**config.mk**
```make
export PLATFORM = sky130hd
export DESIGN_NAME = multi_cycle_ctrl
export DESIGN_NICKNAME = d
export VERILOG_FILES = /design/src/rtl/multi_cycle_ctrl.sv
export SDC_FILE = /design/constraint.sdc
export NUM_CORES = 1
export LEC_CHECK = 0
export ABC_AREA = 1
export CAP_MARGIN = 20
export CORE_MARGIN = 1
export CORE_UTILIZATION = 46
export CTS_BUF_LIST = sky130_fd_sc_hd__clkbuf_16
export CTS_CLUSTER_SIZE = 40
export DETAILED_ROUTE_END_ITERATION = 8
export MAX_ROUTING_LAYER = met4
export PLACE_DENSITY = 0.82
export SLEW_MARGIN = 20
export SYNTH_ARGS = -nofsm -noshare
export SYNTH_HDL_FRONTEND = slang
export SYNTH_SLANG_ARGS = --single-unit
```
**constraint.sdc**
```tcl
create_clock -name clk -period 2.3 [get_ports clk]
set_input_delay 0.345 -clock clk [delete_from_list [all_inputs] [get_ports clk]]
set_output_delay 0.345 -clock clk [all_outputs]
set_load 0.02 [all_outputs]
```
**src/rtl/multi_cycle_ctrl.sv**
```systemverilog
// Multi-cycle RV32I sequencer: owns the PC, walks each instruction through
// FETCH/DECODE/EXEC/MEM/WB, drives datapath controls and counts retirements.
module multi_cycle_ctrl #(
  parameter int unsigned      XLEN         = 32,
  parameter logic [XLEN-1:0]  RESET_PC     = XLEN'(32'h28),
  parameter int unsigned      CNT_W        = 16,
  parameter int unsigned      MEM_WAIT_MAX = 15
) (
  input  logic             clk,
  input  logic             rst_n,
  input  logic             run,
  input  logic [31:0]      ins,
  input  logic             zero,
  input  logic [XLEN-1:0]  branch,
  input  logic [XLEN-1:0]  jTarget,
  input  logic             mem_ack,
  output logic [XLEN-1:0]  pc,
  output logic             if_en,
  output logic             RegWrite,
  output logic             ALUSrc,
  output logic [2:0]       op,
  output logic             mem_rd,
  output logic             mem_wr,
  output logic             Mem2Reg,
  output logic             link_sel,
  output logic [2:0]       state,
  output logic             halted,
  output logic             illegal,
  output logic [CNT_W-1:0] instret
);

  localparam int WAIT_W = (MEM_WAIT_MAX > 1) ? $clog2(MEM_WAIT_MAX + 1) : 1;

  typedef enum logic [2:0] {
    S_IDLE = 3'd0, S_FETCH = 3'd1, S_DECODE = 3'd2, S_EXEC = 3'd3,
    S_MEM  = 3'd4, S_WB    = 3'd5, S_HALT   = 3'd6
  } state_e;

  typedef enum logic [2:0] {C_ALU, C_LW, C_SW, C_BEQ, C_BNE, C_JAL} cls_e;

  localparam logic [2:0] OP_ADD = 3'b010;
  localparam logic [2:0] OP_SUB = 3'b110;
  localparam logic [2:0] OP_AND = 3'b000;
  localparam logic [2:0] OP_OR  = 3'b001;
  localparam logic [2:0] OP_SLT = 3'b111;

  state_e              state_q, state_d;
  cls_e                cls_q, cls_d;
  logic [XLEN-1:0]     pc_q, pc_d;
  logic [CNT_W-1:0]    instret_q, instret_d;
  logic [WAIT_W-1:0]   wait_q, wait_d;
  logic                illegal_q, illegal_d;
  logic                alusrc_q, alusrc_d;
  logic [2:0]          op_q, op_d;

  logic [6:0]  opc;
  logic [2:0]  f3;
  logic        f7b;
  logic        dec_ok, dec_ecall, dec_src;
  cls_e        dec_cls;
  logic [2:0]  dec_op;
  logic        taken, mem_timeout, retire;
  logic [XLEN-1:0] pc_inc;
  logic        unused_ins;

  assign opc        = ins[6:0];
  assign f3         = ins[14:12];
  assign f7b        = ins[30];
  assign unused_ins = ^{ins[31], ins[29:15], ins[11:7]};

  always_comb begin
    dec_ok    = 1'b1;
    dec_ecall = 1'b0;
    dec_cls   = C_ALU;
    dec_src   = 1'b0;
    dec_op    = OP_ADD;
    case (opc)
      7'h33: case (f3)
        3'b000:  dec_op = f7b ? OP_SUB : OP_ADD;
        3'b111:  dec_op = OP_AND;
        3'b110:  dec_op = OP_OR;
        3'b010:  dec_op = OP_SLT;
        default: dec_ok = 1'b0;
      endcase
      7'h13: begin
        dec_src = 1'b1;
        case (f3)
          3'b000:  dec_op = OP_ADD;
          3'b111:  dec_op = OP_AND;
          3'b110:  dec_op = OP_OR;
          3'b010:  dec_op = OP_SLT;
          default: dec_ok = 1'b0;
        endcase
      end
      7'h03: begin dec_cls = C_LW; dec_src = 1'b1; dec_ok = (f3 == 3'b010); end
      7'h23: begin dec_cls = C_SW; dec_src = 1'b1; dec_ok = (f3 == 3'b010); end
      7'h63: begin
        dec_op = OP_SUB;
        case (f3)
          3'b000:  dec_cls = C_BEQ;
          3'b001:  dec_cls = C_BNE;
          default: dec_ok  = 1'b0;
        endcase
      end
      7'h6F:   dec_cls   = C_JAL;
      7'h73:   dec_ecall = 1'b1;
      default: dec_ok    = 1'b0;
    endcase
  end

  assign pc_inc      = pc_q + XLEN'(4);
  assign taken       = ((cls_q == C_BEQ) && zero) || ((cls_q == C_BNE) && !zero);
  // A zero limit disables the memory-wait timeout entirely.
  assign mem_timeout = (MEM_WAIT_MAX != 0) && (wait_q == WAIT_W'(MEM_WAIT_MAX - 1));

  always_comb begin
    state_d   = state_q;
    cls_d     = cls_q;
    pc_d      = pc_q;
    instret_d = instret_q;
    wait_d    = wait_q;
    illegal_d = illegal_q;
    alusrc_d  = alusrc_q;
    op_d      = op_q;
    retire    = 1'b0;
    case (state_q)
      S_IDLE:   if (run) state_d = S_FETCH;
      S_FETCH:  state_d = S_DECODE;
      S_DECODE: begin
        if (dec_ecall) begin
          state_d = S_HALT;
        end else if (!dec_ok) begin
          illegal_d = 1'b1;
          state_d   = S_HALT;
        end else begin
          cls_d    = dec_cls;
          alusrc_d = dec_src;
          op_d     = dec_op;
          state_d  = S_EXEC;
        end
      end
      S_EXEC: case (cls_q)
        C_LW, C_SW: begin
          wait_d  = '0;
          state_d = S_MEM;
        end
        C_BEQ, C_BNE: begin
          retire = 1'b1;
          pc_d   = taken ? branch : pc_inc;
        end
        default: state_d = S_WB;
      endcase
      S_MEM: begin
        if (mem_ack) begin
          if (cls_q == C_LW) begin
            state_d = S_WB;
          end else begin
            retire = 1'b1;
            pc_d   = pc_inc;
          end
        end else if (mem_timeout) begin
          illegal_d = 1'b1;
          state_d   = S_HALT;
        end else begin
          wait_d = wait_q + 1'b1;
        end
      end
      S_WB: begin
        retire = 1'b1;
        pc_d   = (cls_q == C_JAL) ? jTarget : pc_inc;
      end
      S_HALT:  ;
      default: state_d = S_HALT;
    endcase
    if (retire) begin
      instret_d = instret_q + 1'b1;
      state_d   = run ? S_FETCH : S_IDLE;
    end
  end

  always_ff @(posedge clk or negedge rst_n) begin
    if (!rst_n) begin
      state_q   <= S_IDLE;
      cls_q     <= C_ALU;
      pc_q      <= RESET_PC;
      instret_q <= '0;
      wait_q    <= '0;
      illegal_q <= 1'b0;
      alusrc_q  <= 1'b0;
      op_q      <= OP_ADD;
    end else begin
      state_q   <= state_d;
      cls_q     <= cls_d;
      pc_q      <= pc_d;
      instret_q <= instret_d;
      wait_q    <= wait_d;
      illegal_q <= illegal_d;
      alusrc_q  <= alusrc_d;
      op_q      <= op_d;
    end
  end

  assign pc       = pc_q;
  assign state    = state_q;
  assign instret  = instret_q;
  assign illegal  = illegal_q;
  assign ALUSrc   = alusrc_q;
  assign op       = op_q;
  assign if_en    = (state_q == S_FETCH);
  assign RegWrite = (state_q == S_WB);
  assign mem_rd   = (state_q == S_MEM) && (cls_q == C_LW);
  assign mem_wr   = (state_q == S_MEM) && (cls_q == C_SW);
  assign Mem2Reg  = (state_q == S_WB) && (cls_q == C_LW);
  assign link_sel = (state_q == S_WB) && (cls_q == C_JAL);
  assign halted   = (state_q == S_HALT);

endmodule

```
==> results.txt, run 1 <==
Implementation results

By area, the combinational part of the netlist is dominated by simple AND/OR/NAND/NOR gates. The die boundary width is 101 µm. Entering global routing, the biggest net connects 38 pins. Post-CTS repair ended up resizing 3 cells. The number of detailed-route iterations in the first pass is 5. Data arrives at the worst endpoint at 1900 ps. Each instance of the synthesized netlist takes up on average 6.79 µm². The detailed placer's ending HPWL is 10300 µm. The fraction of area in non-clock buffers is 23.6%. The combinational share of cell area is 39.5%. The post-placement setup slack is 192 ps. In the post-route analysis, the smallest setup slack over all paths is 51.0 ps. The root buffer cell chosen for the clock tree is clkbuf_16. The number of clock sinks is 63. Endpoints with negative setup slack in the final report add up to 0. In the global route stage, met1 resource usage came out at 33.0%. The clock transition at the registers of the reported paths is 60 ps. The non-clock inverter total of the final layout is 77. The clock distribution area overhead in the final layout is 5.03%. The detailed-route wire length per cell is 14.3 µm.

The total global routing track utilization is 28.7%. The I/O pin count is 164. The final setup skew is 9.48 ps. The met3 layer wire length in the routed design is 1060 µm.

The multiplexer area fraction after synthesis is 0%. Global routing finished with a remaining overflow of 0. The flow ran to the end, and the final reports show no timing, DRC or antenna violations.

The net count reported at finish is 915. Signal routing reaches up to met4. The count of flip-flops and latches is 63. The yosys stat cell total is 662. The critical path start-end classification is reg2out. The placer congestion estimate is 0.901. The worst-skew pair later-pin latency is 330 ps. The multi-input combinational cell count is 506.

In the post-route report, total wirelength is listed as 13500 µm. The DRC violation count after routing is 0. The most frequent logic cell in the layout is nand2_1.

The residual antenna-violating net count after detailed routing is 0. The synthesized netlist handed to floorplanning was reported with a cell count of 662. Counting the buffers created by CTS gives 9. The worst setup path is launched from a register. Setup repair after global routing left no endpoint under its margin. Per the synthesis report, the XOR/XNOR share of the synthesized area is 3.70%.

The top cell class by occupied area is combinational gates. The dominant register cell is dfrtp_1. The number of antenna violations at the first check in global routing is 0. The actual slew at the worst max-slew pin is 630 ps. Per the OpenROAD floorplan log, the height of the die is 101 µm.

The maximum achievable frequency is 445 MHz. The share of flip-flops with an asynchronous set or reset is 100%. met2 track demand over resource after global routing is 49.2%. The setup TNS is 0 ps. Global routing put the most usage on met2. The number of global-route vias before repair came to 4879. OpenROAD reports that the post-layout worst path occupies 97.8% of the period. The synthesized design contains 0 enable-type register cells. The antenna diode count is 0. The area of the core is 9370 µm². The post-synthesis sequential element count is 63. The share of synthesized area in the top cell type comes to 33.4%. The number of violations of the max-capacitance limit is 0.

The cell area power density is 1150 nW/µm². The critical path endpoint category is a primary output.
run 1: where the power goes:
group	internal [mW]	switching, mW
Sequential	1.52	0.552
Combinational	1.57	2.23
Clock	0.951	0.541
Total	4.04	3.33
run 1: sequential cells by signal, indices dropped and copies added (netlist names):
signal,flops
illegal,1
cls_q,3
pc,32
ALUSrc,1
wait_q,4
state,3
instret,16
op,3
run 1: synthesized netlist by cell type, types with 3 or more instances:
master    count
o211ai_1      9
ha_1          4
nand2_2       5
xnor2_1       5
nand3_1      50
buf_4         3
dfstp_2       3
inv_1        70
nand4_1      14
nand2_4       4
a22o_1        8
nor3_1       11
nor2_2        6
inv_2         7
buf_2        10
a41oi_1       4
a31oi_1       3
nor2_1       87
a22oi_1       6
a21oi_1      27
or2_2         3
o21ai_1       9
o31ai_1       5
o21ai_0      27
nand2_1     187
xor2_1       14
dfrtp_1      60
run 1: worst max-delay path, stage by stage (launching register included):
cell and delay, ps:
dfrtp_1 450, inv_2 120, nand3_2 160, nor2_1 210
clkdlybuf4s50_1 630
run 1: worst paths after layout:
kind                           from      end  slack [ps]  depth (start not counted)
setup / recovery           state[1]  Mem2Reg          50                          4
hold / removal                rst_n   pc[15]          30                          1
setup reg to reg           state[1]   pc[23]         210                         10
hold reg to reg               pc[0]    pc[0]         490                          2
max in group asynchronous     rst_n    op[1]        1580                          2
min in group clk              pc[0]    pc[0]         490                          2
run 1: metrics by stage:
stage	hold WS (ps)	total power [mW]	utilization, %	std cells	area (µm²)
2_1_floorplan	49.4	4.36	-	662	4500
3_3_place_gp	394	5.73	64.8	928	6070
3_5_place_dp	399	5.85	64.8	928	6070
4_1_cts	49.3	7.36	68.2	944	6390
5_1_grt	78.9	7.88	68.2	944	6390
6_report	31.4	7.36	68.2	944	6390
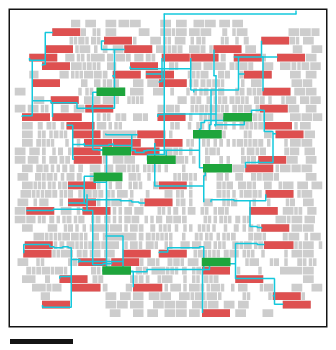
**Above:** run 1 (clock distribution).
The bar under the picture is 20 µm long.
Key: flip-flops = red [count 63]; clock-net drivers = green [count 9]; clock wires = cyan [length 994 µm]
Position of the flops: widely spread.

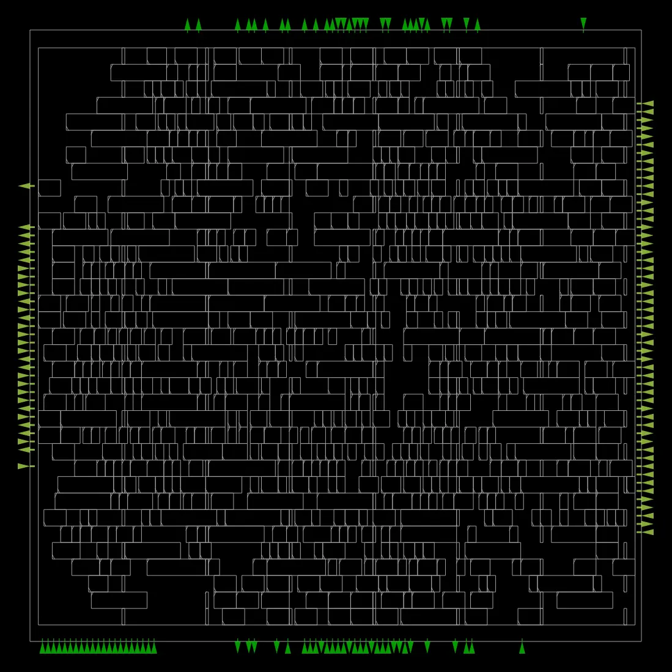
**Above:** run 1 (placed standard cells).
row cnt: 35
Layout fillers: 821
Tap Cells: 129

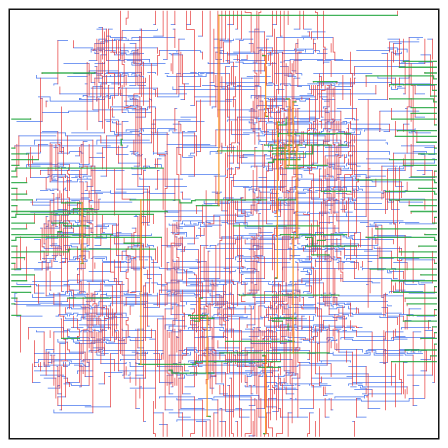
**Above:** run 1 (signal wires by layer).
Key: M2 = red [wire length 6530 µm]; M4 = orange [wire length 278 µm]; M1 = blue [wire length 5640 µm]; M3 = green [wire length 1060 µm]

**Run 1: signal wires on met3**

The bar under the picture is 20 µm long.
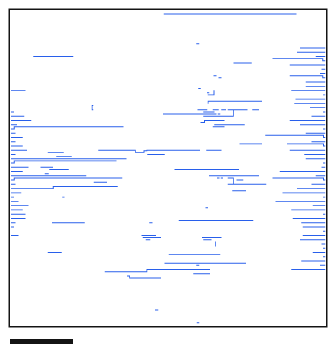

--- run 2 (diff from run 1) ---
- CORE_UTILIZATION: 46 -> 35
- PLACE_DENSITY: 0.82 -> 0.65
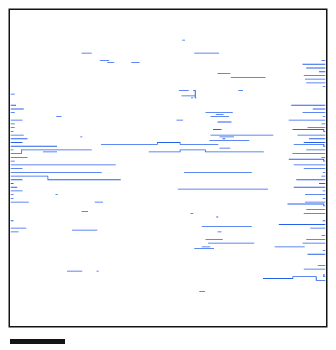
**Above:** run 2 (signal wires on met3).
The bar under the picture is 20 µm long.
The layer carries 921 µm of wire. The longest straight run is 37.9 µm. The layer holds 6.5% of the routed length. 110 nets have wire on it. The wires run mostly horizontal.

==> run 2 against run 1 <==
Net effect:
- highest routed layer unchanged
- die size increased by 31%
- core utilization down 17 points
- critical path type unchanged
- register-to-register slack improved by 30 ps
- largest cell class unchanged
==> results.txt, run 2 <==
Implementation results

The arrival time at the worst endpoint is 1830 ps (was 1900 ps). The final setup skew is 4.18 ps (was 9.48 ps). The number of hold-repair buffers added at the cts stage was 1 (was 0). The post-synthesis sequential element count is 63 (unchanged).

The setup TNS was 0 ps (unchanged). The area of the mapped netlist is 4500 µm² (unchanged). The fraction of layout cells with a size suffix above 1 is 8.07% (was 7.98%).

The violation count after the first detailed-route iteration came to 224 (was 245). The cell count after placement is 973 (was 928). The number of distinct library cell variants in the gate-level netlist after synthesis was 44 (unchanged). The yosys stat cell total was 662 (unchanged). The post-placement setup slack was 159 ps (was 192 ps). The floorplan net count is 767 (unchanged). The number of setup violations in the final report is 0 (unchanged). The worst-case hold slack is 336 ps (was 31.4 ps). The switching power as a share of total power is 46.5% (was 45.2%). The worst-skew pair later-pin latency is 340 ps (was 330 ps). The number of violations of the max-capacitance limit was 0 (unchanged). The detailed placer's ending HPWL is 10800 µm (was 10300 µm). The final standard cell utilization of the core is 51.0% (was 68.2%). The portion of total power attributed to sequential cells was 29.2% (was 28.1%). List of most frequent post-synthesis cells: nand2_1, nor2_1, inv_1 (unchanged).

The number of antenna violations at the first check in global routing is 0 (unchanged). Run status: finished, final reports clean (unchanged). The pin count of the biggest net entering global routing was 35 (was 38).

The via density per instance is 4.97 (was 5.32). The switching power of the nets is 3.32 mW (was 3.33 mW). The final non-filler cell total was 990 (was 944).

The number of synthesized flops with an enable pin was 0 (unchanged). The I/O pin count is 164 (unchanged). The most common cell in the netlist is nand2_1 (unchanged). The share of flip-flops with an asynchronous set or reset came to 100% (unchanged). The DRC violation count after routing is 0 (unchanged). The floorplan row count is 41 (was 35). The number of detailed-route iterations in the first pass is 7 (was 5). The class of the worst hold path was in2async (unchanged).

The post-synthesis instance total is 662 (unchanged). The critical path start-end classification is reg2out (unchanged). The number of clock sinks is 63 (unchanged).

The average cell area after synthesis is 6.79 µm² (unchanged). The final wirelength was 14100 µm (was 13500 µm). The number of buffers inserted during clock tree synthesis came to 9 (unchanged). The critical path launch point type is a register (unchanged).

The share of the synthesized area in the top cell type is 33.4% (unchanged). The setup slack after layout came to 121 ps (was 51.0 ps). The area of the chip came to 13300 µm² (was 10200 µm²).

The residual antenna-violating net count after detailed routing is 0 (unchanged). The clock power share is 17.3% (was 20.3%). The buffer type at the clock tree root is clkbuf_16 (unchanged). The total grt overflow is 0 (unchanged). The actual slew at the worst max-slew pin is 481 ps (was 630 ps). The cell type with the highest aggregate area in the netlist is dfrtp_1 (unchanged). The count of buffers added by post-CTS timing repair for setup is 0 (unchanged).

The total chip power was 7.13 mW (was 7.36 mW). The clock transition at the registers of the reported paths is 50 ps (was 60 ps). The number of flip-flops under the largest register name was 32 (unchanged). The height of the chip is 115 µm (was 101 µm). The die boundary width is 115 µm (was 101 µm). The maximum achievable frequency is 459 MHz (was 445 MHz).

The cell leakage power is 2.91 nW (about the same). The dominant register cell was dfrtp_1 (unchanged). The placer congestion estimate is 0.920 (was 0.901). The combinational group share of total power is 53.5% (was 51.6%).

The net count reported at finish is 918 (was 915). The total non-filler cell area in the finished layout is 6410 µm² (was 6390 µm²). The cell area power density is 1110 nW/µm² (was 1150 nW/µm²).

The antenna diode count is 0 (unchanged). The most frequent logic cell in the layout is nand2_1 (unchanged). The share of the clock period used by the worst path came to 94.8% (was 97.8%). The area of the core is 12600 µm² (was 9370 µm²). The cell resize tally after clock tree synthesis is 5 (was 3). The critical path endpoint category was a primary output (unchanged).

The total global routing track utilization is 22.9% (was 28.7%). The internal cell power was 3.82 mW (was 4.04 mW). The total placed instance area was 6130 µm² (was 6070 µm²). The detailed-route wire length per cell came to 14.2 µm (was 14.3 µm). Unrepaired setup endpoints after global routing: no (unchanged).
run 2: cell counts after synthesis:
No cell type changed its count.
run 2: per-layer routing:
layer,GRT usage (%),share of wire [%]
met3,4.43,6.5
met2,36.9,47
met1,28.2,45
met5,-,0
met4,9.35,2.2
run 2: kinds of logic (layout without fill, tap and decap cells):
kind of cell             Yosys count  in the layout  synth area share, %
buffers and inverters             93            249                 8.63
AND/OR/NAND/NOR                  380            380                 37.4
XOR/XNOR                          19             19                 3.70
AND-OR/OR-AND                    103            103                 14.0
adder cells (fa/ha/maj)            4              4                 1.11
flip-flops                        63             63                 35.1
run 2: area by class of cell:
| class | count | area [µm²] |
|---|---|---|
| clock buffers | 9 | 225 |
| clock inverters | 7 | 40.0 |
| fillers | 1276 | 6160 |
| inverters | 77 | 289 |
| multi-input cells | 506 | 2530 |
| flip-flops and latches | 63 | 1580 |
| well taps | 172 | 215 |
| repair buffers | 156 | 1530 |
run 2: critical path, cell delays in order (launching register included):
cell	delay, ps
dfrtp_1	470
inv_2	130
nand3_2	160
inv_2	120
clkdlybuf4s50_1	620
run 2: path summary, 6_finish.rpt:
check | start | endpoint | slack [ps] | depth (start not counted)
setup reg to reg | pc[3] | pc[30] | 240 | 10
max in group asynchronous | rst_n | op[1] | 1280 | 3
hold / removal | rst_n | pc[7] | 340 | 2
setup / recovery | state[1] | RegWrite | 120 | 4
hold reg to reg | illegal | illegal | 480 | 1
min in group clk | illegal | illegal | 480 | 1
run 2: power groups by stage:
| stage | clock network [mW] | logic, mW | registers, mW |
|---|---|---|---|
| detailed placement | 0 | 3.85 | 2.09 |
| finish | 1.24 | 3.81 | 2.08 |
| global placement | 0 | 3.78 | 2.07 |
| CTS | 1.26 | 3.87 | 2.08 |
| global route | 1.32 | 4.25 | 2.16 |
| floorplan | 0 | 2.02 | 2.34 |
Power figures rest on the tool's default switching activity, not on a simulated workload.
